<file path="config.mk">
export PLATFORM = sky130hd
export DESIGN_NAME = cyc_gen
export DESIGN_NICKNAME = d
export VERILOG_FILES = /design/src/rtl/cyc_gen_pkg.sv /design/src/rtl/cyc_gen.sv
export SDC_FILE = /design/constraint.sdc
export NUM_CORES = 1
export LEC_CHECK = 0
export CAP_MARGIN = 5
export CORE_ASPECT_RATIO = 1.75
export CORE_MARGIN = 4
export CORE_UTILIZATION = 47
export CTS_CLUSTER_DIAMETER = 80
export CTS_CLUSTER_SIZE = 28
export DETAILED_ROUTE_END_ITERATION = 10
export PLACE_DENSITY = 0.79
export SYNTH_ARGS = -nofsm -noshare
export SYNTH_HDL_FRONTEND = slang
export SYNTH_SLANG_ARGS = --single-unit
</file>
<file path="constraint.sdc">
create_clock -name clk_i -period 2.35 [get_ports clk_i]
set_input_delay 0.235 -clock clk_i [delete_from_list [all_inputs] [get_ports clk_i]]
set_output_delay 0.235 -clock clk_i [all_outputs]
set_load 0.01 [all_outputs]
</file>
<file path="src/rtl/cyc_gen_pkg.sv">
// Shared types and constants for the single-transaction bus cycle generator.
package cyc_gen_pkg;

  typedef enum logic [1:0] {
    ST_IDLE    = 2'd0,
    ST_ACTIVE  = 2'd1,
    ST_RECOVER = 2'd2
  } cyc_state_t;

  localparam int ERR_CNT_W = 16;

endpackage

</file>
<file path="src/rtl/cyc_gen.sv">
// Issues one bus cycle per accepted command, waits for an ID-matched ack or a
// timeout, then holds off new commands until the responder releases ack.
module cyc_gen
  import cyc_gen_pkg::*;
#(
  parameter int   WID       = 6,
  parameter int   TIMEOUT   = 20,
  parameter logic ACK_LEVEL = 1'b0
) (
  input  logic                 clk_i,
  input  logic                 rst_i,
  input  logic                 ce_i,
  input  logic                 req_i,
  input  logic                 we_i,
  input  logic [WID-1:0]       id_i,
  output logic                 rdy_o,
  output logic                 done_o,
  output logic                 err_o,
  output logic [WID-1:0]       done_id_o,
  output logic [ERR_CNT_W-1:0] err_cnt_o,
  output logic                 cyc_o,
  output logic                 stb_o,
  output logic                 we_o,
  output logic [WID-1:0]       id_o,
  input  logic                 ack_i,
  input  logic [WID-1:0]       rid_i,
  input  logic [WID-1:0]       wid_i
);

  // Keep the timer at least one bit wide so TIMEOUT=0 still elaborates.
  localparam int TW = (TIMEOUT > 0) ? $clog2(TIMEOUT + 1) : 1;
  localparam int TLAST = (TIMEOUT > 0) ? TIMEOUT - 1 : 0;
  localparam logic [TW-1:0] TIMER_LAST = TW'(TLAST);

  cyc_state_t           r_state,   w_state;
  logic [TW-1:0]        r_timer,   w_timer;
  logic                 r_cyc,     w_cyc;
  logic                 r_stb,     w_stb;
  logic                 r_we,      w_we;
  logic [WID-1:0]       r_id,      w_id;
  logic                 r_rdy,     w_rdy;
  logic                 r_done,    w_done;
  logic                 r_err,     w_err;
  logic [WID-1:0]       r_done_id, w_done_id;
  logic [ERR_CNT_W-1:0] r_err_cnt, w_err_cnt;

  logic w_match;
  logic w_ack_idle;

  assign w_match    = ack_i && ((r_we ? wid_i : rid_i) == r_id);
  assign w_ack_idle = (ack_i == ACK_LEVEL) || !ack_i;

  always_comb begin
    w_state   = r_state;
    w_timer   = r_timer;
    w_cyc     = r_cyc;
    w_stb     = r_stb;
    w_we      = r_we;
    w_id      = r_id;
    w_rdy     = r_rdy;
    w_done    = 1'b0;   // pulses self-clear on every clock, ce or not
    w_err     = 1'b0;
    w_done_id = r_done_id;
    w_err_cnt = r_err_cnt;
    if (ce_i) begin
      unique case (r_state)
        ST_IDLE: begin
          if (req_i) begin
            w_we    = we_i;
            w_id    = id_i;
            w_cyc   = 1'b1;
            w_stb   = 1'b1;
            w_rdy   = 1'b0;
            w_timer = '0;
            w_state = ST_ACTIVE;
          end
        end
        ST_ACTIVE: begin
          // A matching ack takes priority over the terminal timer cycle.
          if (w_match) begin
            w_cyc     = 1'b0;
            w_stb     = 1'b0;
            w_done    = 1'b1;
            w_done_id = r_id;
            w_state   = ST_RECOVER;
          end else if ((TIMEOUT != 0) && (r_timer == TIMER_LAST)) begin
            w_cyc     = 1'b0;
            w_stb     = 1'b0;
            w_done    = 1'b1;
            w_err     = 1'b1;
            w_done_id = r_id;
            if (r_err_cnt != '1) w_err_cnt = r_err_cnt + 1'b1;
            w_state   = ST_RECOVER;
          end else if (TIMEOUT != 0) begin
            w_timer = r_timer + 1'b1;
          end
        end
        ST_RECOVER: begin
          if (w_ack_idle) begin
            w_rdy   = 1'b1;
            w_state = ST_IDLE;
          end
        end
        default: begin
          w_rdy   = 1'b1;
          w_cyc   = 1'b0;
          w_stb   = 1'b0;
          w_state = ST_IDLE;
        end
      endcase
    end
  end

  always_ff @(posedge clk_i) begin
    if (rst_i) begin
      r_state   <= ST_IDLE;
      r_timer   <= '0;
      r_cyc     <= 1'b0;
      r_stb     <= 1'b0;
      r_we      <= 1'b0;
      r_id      <= '0;
      r_rdy     <= 1'b1;
      r_done    <= 1'b0;
      r_err     <= 1'b0;
      r_done_id <= '0;
      r_err_cnt <= '0;
    end else begin
      r_state   <= w_state;
      r_timer   <= w_timer;
      r_cyc     <= w_cyc;
      r_stb     <= w_stb;
      r_we      <= w_we;
      r_id      <= w_id;
      r_rdy     <= w_rdy;
      r_done    <= w_done;
      r_err     <= w_err;
      r_done_id <= w_done_id;
      r_err_cnt <= w_err_cnt;
    end
  end

  assign rdy_o     = r_rdy;
  assign done_o    = r_done;
  assign err_o     = r_err;
  assign done_id_o = r_done_id;
  assign err_cnt_o = r_err_cnt;
  assign cyc_o     = r_cyc;
  assign stb_o     = r_stb;
  assign we_o      = r_we;
  assign id_o      = r_id;

endmodule

</file>
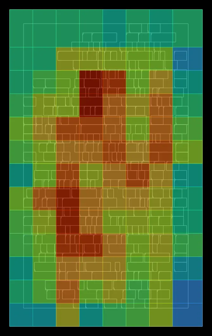
congestion_map.png
met2 usage: 0.391
overall routing resource usage: 0.209
GR peak layer: met2

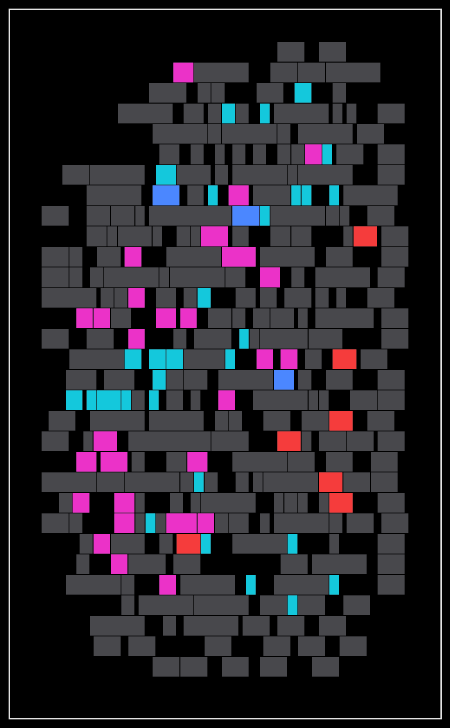
gates.png
family	colour	cells
nor cells	cyan	29
non-inverting ao/oa cells	blue	3
and/or cells	magenta	28
xor and xnor cells	red	7
final non-filler cell total: 339
Commonest Layout Cell: clkdlybuf4s50_1
Comb/total area: 0.404

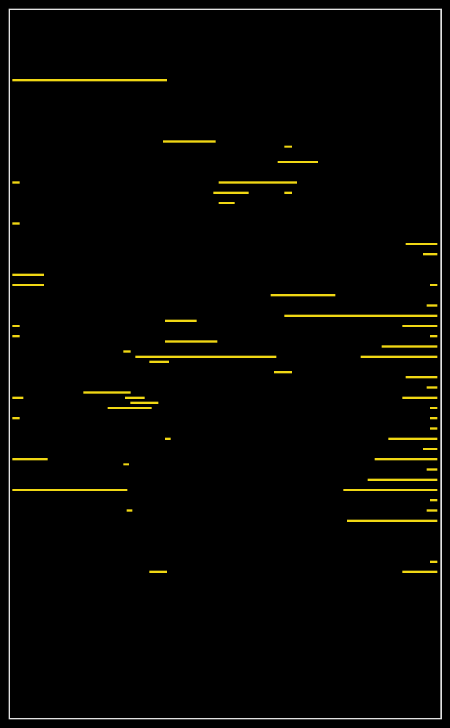
m3.png
wire length on this layer	262 um
main direction	horizontal
nets with wire on the layer	48
share of all routed wire	4.9%
longest straight run	20.2 um
Via Count: 1970
GR Util met3: 0.0385
Final Routed Wirelength: 5320 um

==> critical path, stage by stage, from the launching register on <==
cell	delay (ns)
dfxtp_1	0.38
ha_1	0.23
and4bb_2	0.32
nand3_4	0.13
or4_1	0.51
or3_1	0.32
a21oi_1	0.14
==> sequential cells by signal, summed over array words and instances, names as in the netlist <==
register / flops
stb_o: 1
done_id_o: 6
we_o: 1
done_o: 1
err_cnt_o: 16
rdy_o: 1
r_state: 2
err_o: 1
r_timer: 5
id_o: 6
==> cell families (layout without fill, tap and decap cells) <==
group / count (synthesis) / count (layout)
and+or+nand+nor: 103 / 103
AOI/OAI and AO/OA: 48 / 48
DFF: 40 / 40
buffers and inverters: 17 / 76
muxes: 14 / 14
xor gates and xnor gates: 7 / 7
adders and majority gates: 2 / 2
==> run_results.csv <==
group,metric,value,unit
outcome,status,"complete, no violations",
timing,slew_headroom,0.637,
synthesis,most_common_cell,"dfxtp_1",
global_route,antenna_found_initial,0,
synthesis,async_flop_share,0,
global_route,grt_max_degree,20,
synthesis,adder_share,0.0126,
pwr,swShare,0.215,
synthesis,synthTopCellsByArea,"dfxtp_1 (40%), mux2i_1 (6.1%), a21oi_1 (5.3%), nand2_1 (4.5%), nor2_1 (3.6%)",
pwr,powerClk,659,uW
cells_and_area,comb_cells,174,
floorplanning,num_rows,31,
cells_and_area,seq_area_frac,0.293,
job,maxCapViolCount,0,
synthesis,xor_share,0.0309,
clocking,cts.repair.resized,0,
clocking,clk_latency,0.30,ns
pwr,pg_comb,149,uW
min_path,hold_path_class,"in -> reg",
drt,wl_met3,261,um
synthesis,synthTopLogicFamily,"simple AND/OR/NAND/NOR gates",
synthesis,ys_cells,231,
timing,drv_slew,0,
clocking,holdBufCountCts,0,
place,dp_hpwl,4020,um
clocking,clk_root_buffer_cell,"clkbuf_8",
global_route,overflow,0,
drt,top_layer,"met4",
floorplanning,die_h,94.0,um
timing,timing.hold.ws,0.491,ns
job,warning_count,26,
timing,setup_violations,0,
setup_path,required,2.58,ns
cells_and_area,drive_above_1_share,0.0966,
synthesis,yosys-mux-area-fraction,0.0719,
timing,layout_min_cycle_time,2.09,ns
cells_and_area,fillers,380,
floorplanning,core-area,0.00411,mm^2
floorplanning,die_w,57.1,um
pwr,vdd_drop_max,0.000466,V
pwr,top_power_group,"sequential cells",
cells_and_area,diodes,0,
pwr,p_int,1.19,mW
drt,drtIter0Drc,53,
clocking,cts_inserted_buffers,5,
cells_and_area,final_area,0.00274,mm^2
synthesis,yosys-top-cells-count,"dfxtp_1 (40), nand2_1 (24), a21oi_1 (21)",
cells_and_area,seq_cell_count,40,
pwr,finalPower,1.51,mW
setup_path,reg2reg_depth,6,
synthesis,synth_flops,40,
clocking,cts_max_level,2,
cells_and_area,regArea,802,um^2
synthesis,top_area_cell,"dfxtp_1",
setup_path,r2r_slack,0.26,ns
timing,tns,0,ns
synthesis,simple_gate_share,0.296,
synthesis,yosys_warnings,0,
floorplanning,ioPinCount,58,
synthesis,synth_cells,231,
timing,tightest_slew,0.543,ns
pwr,netSwitchingPower,326,uW
synthesis,compound_area_frac,0.146,
drt,ant_nets,0,
timing,finalCritPeriodShare,0.890,
setup_path,cp-start-kind,"register",
timing,hold_violations,0,
cells_and_area,area_delta_synth_final,38.1,%
floorplanning,n_tap_cell,49,
place,post_dp_cell_area,0.00261,mm^2
setup_path,critPathMaxFanout,7,
Power is estimated from default activity; no workload was simulated.
